<file path="config.mk">
export PLATFORM = sky130hd
export DESIGN_NAME = key_bounce_gen_flat
export DESIGN_NICKNAME = d
export VERILOG_FILES = /design/src/rtl/key_bounce_if.sv /design/src/rtl/key_bounce_gen.sv /design/src/flat_wrapper.sv
export SDC_FILE = /design/constraint.sdc
export NUM_CORES = 1
export LEC_CHECK = 0
export CAP_MARGIN = 20
export CELL_PAD_IN_SITES_DETAIL_PLACEMENT = 2
export CELL_PAD_IN_SITES_GLOBAL_PLACEMENT = 2
export CORE_ASPECT_RATIO = 0.7
export CORE_UTILIZATION = 40
export DETAILED_ROUTE_END_ITERATION = 7
export PLACE_DENSITY = 0.81
export REMOVE_ABC_BUFFERS = 1
export SYNTH_ARGS = -nofsm -noshare
export SYNTH_HDL_FRONTEND = slang
export SYNTH_SLANG_ARGS = --single-unit
export TNS_END_PERCENT = 1
</file>
<file path="constraint.sdc">
create_clock -name clk -period 5.15 [get_ports clk]
set_input_delay 1.03 -clock clk [delete_from_list [all_inputs] [get_ports clk]]
set_output_delay 1.03 -clock clk [all_outputs]
set_load 0.02 [all_outputs]
</file>
<file path="src/rtl/key_bounce_if.sv">
// Command and key-line bundle for the key bounce generator.
interface key_bounce_if;
  logic       cmd_valid;
  logic       cmd_ready;
  logic [1:0] cmd_key;
  logic       cmd_press;
  logic [3:0] key_out;
  logic       done;

  modport master (
    output cmd_valid, cmd_key, cmd_press,
    input  cmd_ready, key_out, done
  );

  modport slave (
    input  cmd_valid, cmd_key, cmd_press,
    output cmd_ready, key_out, done
  );
endinterface

</file>
<file path="src/rtl/key_bounce_gen.sv">
// Emulates a bouncing active-low key: toggles, then settles and pulses done.
// Define KEY_BOUNCE_LFSR_EN for pseudo-random glitch lengths.
module key_bounce_gen #(
  parameter int BOUNCE_TICKS = 16,
  parameter int GLITCH_MAX   = 4,
  parameter int SETTLE_TICKS = 32
) (
  input  logic         clk,
  input  logic         rst_n,
  key_bounce_if.slave  bus
);

  typedef enum logic [1:0] {
    IDLE,
    BOUNCE,
    SETTLE
  } state_t;

  localparam logic [15:0] BT = 16'(BOUNCE_TICKS);
  localparam logic [15:0] ST = 16'(SETTLE_TICKS);

  state_t      state;
  logic [3:0]  key_q;
  logic        ready_q;
  logic        done_q;
  logic [1:0]  sel;
  logic        tgt;
  logic [15:0] bcnt;
  logic [15:0] scnt;
  logic [7:0]  gcnt;
  logic [7:0]  g_load;
  logic        tog;

  assign bus.key_out   = key_q;
  assign bus.cmd_ready = ready_q;
  assign bus.done      = done_q;

  // A toggle happens on the accept edge and on each in-window glitch expiry
  always_comb begin
    tog = 1'b0;
    if (state == IDLE && bus.cmd_valid &&
        key_q[bus.cmd_key] == bus.cmd_press && BT != 16'd0)
      tog = 1'b1;
    else if (state == BOUNCE && bcnt != 16'd1 && gcnt == 8'd1)
      tog = 1'b1;
  end

`ifdef KEY_BOUNCE_LFSR_EN
  logic [15:0] lfsr;
  logic        fb;

  assign fb     = lfsr[15] ^ lfsr[13] ^ lfsr[12] ^ lfsr[10];
  assign g_load = 8'(32'(lfsr[7:0]) % GLITCH_MAX) + 8'd1;

  always_ff @(posedge clk or negedge rst_n) begin
    if (!rst_n)
      lfsr <= 16'hACE1;
    else if (tog)
      lfsr <= {lfsr[14:0], fb};
  end
`else
  assign g_load = 8'(GLITCH_MAX);
`endif

  always_ff @(posedge clk or negedge rst_n) begin
    if (!rst_n) begin
      state   <= IDLE;
      key_q   <= 4'b1111;
      ready_q <= 1'b1;
      done_q  <= 1'b0;
      sel     <= 2'd0;
      tgt     <= 1'b1;
      bcnt    <= 16'd0;
      scnt    <= 16'd0;
      gcnt    <= 8'd0;
    end else begin
      unique case (state)
        IDLE: begin
          if (bus.cmd_valid) begin
            sel     <= bus.cmd_key;
            tgt     <= ~bus.cmd_press;
            ready_q <= 1'b0;
            if (key_q[bus.cmd_key] == ~bus.cmd_press) begin
              state  <= SETTLE;
              scnt   <= ST;
              done_q <= (ST == 16'd1);
            end else if (BT == 16'd0) begin
              key_q[bus.cmd_key] <= ~bus.cmd_press;
              state  <= SETTLE;
              scnt   <= ST;
              done_q <= (ST == 16'd1);
            end else begin
              key_q[bus.cmd_key] <= ~key_q[bus.cmd_key];
              state <= BOUNCE;
              bcnt  <= BT;
              gcnt  <= g_load;
            end
          end
        end
        BOUNCE: begin
          if (bcnt == 16'd1) begin
            key_q[sel] <= tgt;
            state  <= SETTLE;
            bcnt   <= 16'd0;
            gcnt   <= 8'd0;
            scnt   <= ST;
            done_q <= (ST == 16'd1);
          end else begin
            bcnt <= bcnt - 16'd1;
            if (tog) begin
              key_q[sel] <= ~key_q[sel];
              gcnt <= g_load;
            end else if (gcnt != 8'd0) begin
              gcnt <= gcnt - 8'd1;
            end
          end
        end
        SETTLE: begin
          if (scnt <= 16'd1) begin
            state   <= IDLE;
            ready_q <= 1'b1;
            done_q  <= 1'b0;
            scnt    <= 16'd0;
          end else begin
            scnt   <= scnt - 16'd1;
            done_q <= (scnt == 16'd2);
          end
        end
        default: begin
          state   <= IDLE;
          ready_q <= 1'b1;
          done_q  <= 1'b0;
        end
      endcase
    end
  end

endmodule

</file>
<file path="src/flat_wrapper.sv">
// flat-port wrapper written by rule: the top's interface ports become plain ports
module key_bounce_gen_flat 
#(
  parameter int BOUNCE_TICKS = 16,
  parameter int GLITCH_MAX   = 4,
  parameter int SETTLE_TICKS = 32
)
  (clk, rst_n, bus_cmd_valid, bus_cmd_key, bus_cmd_press, bus_cmd_ready, bus_key_out, bus_done);
  key_bounce_if bus_i ();
  input  logic clk;
  input  logic rst_n;
  input wire logic [$bits(bus_i.cmd_valid)-1:0] bus_cmd_valid;
  input wire logic [$bits(bus_i.cmd_key)-1:0] bus_cmd_key;
  input wire logic [$bits(bus_i.cmd_press)-1:0] bus_cmd_press;
  output wire logic [$bits(bus_i.cmd_ready)-1:0] bus_cmd_ready;
  output wire logic [$bits(bus_i.key_out)-1:0] bus_key_out;
  output wire logic [$bits(bus_i.done)-1:0] bus_done;
  assign bus_i.cmd_valid = bus_cmd_valid;
  assign bus_i.cmd_key = bus_cmd_key;
  assign bus_i.cmd_press = bus_cmd_press;
  assign bus_cmd_ready = bus_i.cmd_ready;
  assign bus_key_out = bus_i.key_out;
  assign bus_done = bus_i.done;
  key_bounce_gen #(.BOUNCE_TICKS(BOUNCE_TICKS), .GLITCH_MAX(GLITCH_MAX), .SETTLE_TICKS(SETTLE_TICKS)) u_core (.clk(clk), .rst_n(rst_n), .bus(bus_i));
endmodule
</file>
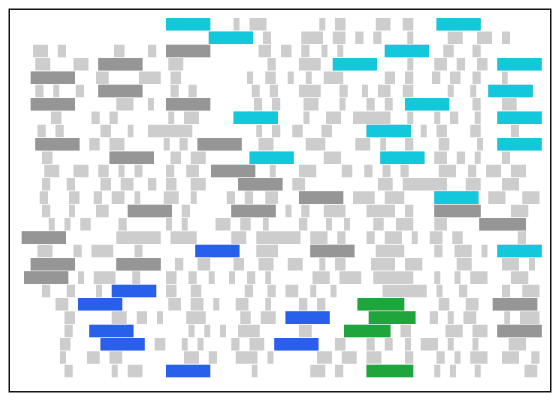
*Sequential cells colored by netlist name*
Other sequential cells in the stronger gray, the rest of the logic in the fainter gray.
| netlist name | color | placed flops |
|---|---|---|
| u_core.gcnt | blue | 8 |
| u_core.scnt | cyan | 16 |
| u_core.bus.key_out | green | 4 |
Seq group: 0.777 mW
flop share of the area: 0.357
fin util: 0.455
Register Area: 1280 sq um

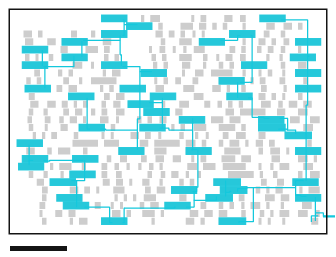
*Wires at chosen ports, followed through buffers*
Scale bar: 20 microns.
| port | color | bits | direction | edge | end cells | buffers | wire |
|---|---|---|---|---|---|---|---|
| rst_n | cyan | 1 | input | right | 51 | 2 | 497 microns |
Port Buffers: 11
Top-Level Pins: 12

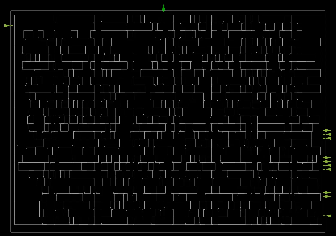
*Cell outlines without signal wires*
tap cells: 101
core area: 7910 sq um

==> run_results.csv <==
group,metric,value,unit
global_route,grt-busiest-layer,"met2",
critical_path,worstReg2RegStart,"u_core.state[1]",
global_route,use_met3,0.0403,
timing,tightest_slew,0.831,ns
timing,whs,0.495,ns
yosys,synthTopCellsByCount,"45 x dfrtp_1, 39 x o21ai_0, 34 x nor2_1",
pwr,p_comb_frac,0.561,
pwr,clkPwrFrac,0.136,
drt,first_iter_violations,119,
pwr,p_int,1.30,mW
cells_and_area,stdcell_area,3600,sq um
drt,vias,3009,
status,status,"complete, no violations",
timing,hold_viol,0,
global_route,grt_pass1_vias,3197,
drt,met2_length,4650,microns
yosys,yosys.cell_count.top_type,"dfrtp_1",
global_route,grtUsageMet2,0.415,
timing,relSlewSlack,0.441,
timing,rsz0062_at_grt,"false",
clocking,ctsRootBufferMaster,"clkbuf_16",
yosys,yosysWarningCount,0,
yosys,ys_types,63,
yosys,simple_gate_share,0.250,
critical_path,cp-start-kind,"primary input",
cells_and_area,area_growth_syn_to_layout,9.81,%
pwr,ir_drop,0.301,mV
critical_path,crit_start,"bus_cmd_key[0]",
critical_path,crit_family,"simple AND/OR/NAND/NOR gates",
global_route,grt_antenna_before_repair,0,
global_route,grt-ovfl-total,0,
placed_design,placed_cell_area,3450,sq um
critical_path,reg2regPathDepth,7,
cells_and_area,antennaDiodeCount,0,
timing,fin_crit_sh,0.708,
job,maxCapViolCount,0,
yosys,xor_share,0.00764,
clocking,cts_resized,0,
pwr,power.leakage,1.54,nW
yosys,yosys_cells,365,
floorplanning,die_w,110,microns
worst_hold_path,worstHoldPathCells,2,
drt,top_layer,"met4",
cells_and_area,drive_gt1_frac,0.0943,
pwr,switching_share,0.494,
pwr,powerComb,1.44,mW
[area by class of cell]
class	count	area [sq um]	area share
Multi-Input combinational cell	285	1870	0.520
Sequential cell	51	1280	0.357
Clock buffer	7	143	0.0396
Tap cell	101	126	0.0351
Timing Repair Buffer	12	113	0.0313
Inverter	15	56.3	0.0156
Clock inverter	1	5.00	0.00139
[worst reg2reg max path, stage by stage, from the launching register on]
cell	delay, ns
dfrtp_1	0.38
inv_1	0.11
ha_1	0.52
inv_1	0.31
nor2_1	0.43
a21boi_0	0.55
o21ai_0	0.23
a22o_1	0.24
[sequential cells by signal, indices dropped and copies added (netlist names)]
signal	cells
u_core.bcnt	16
u_core.bus.cmd_ready	1
u_core.bus.done	1
u_core.bus.key_out	4
u_core.gcnt	8
u_core.scnt	16
u_core.sel	2
u_core.state	2
u_core.tgt	1
Power and IR drop assume default switching activity.
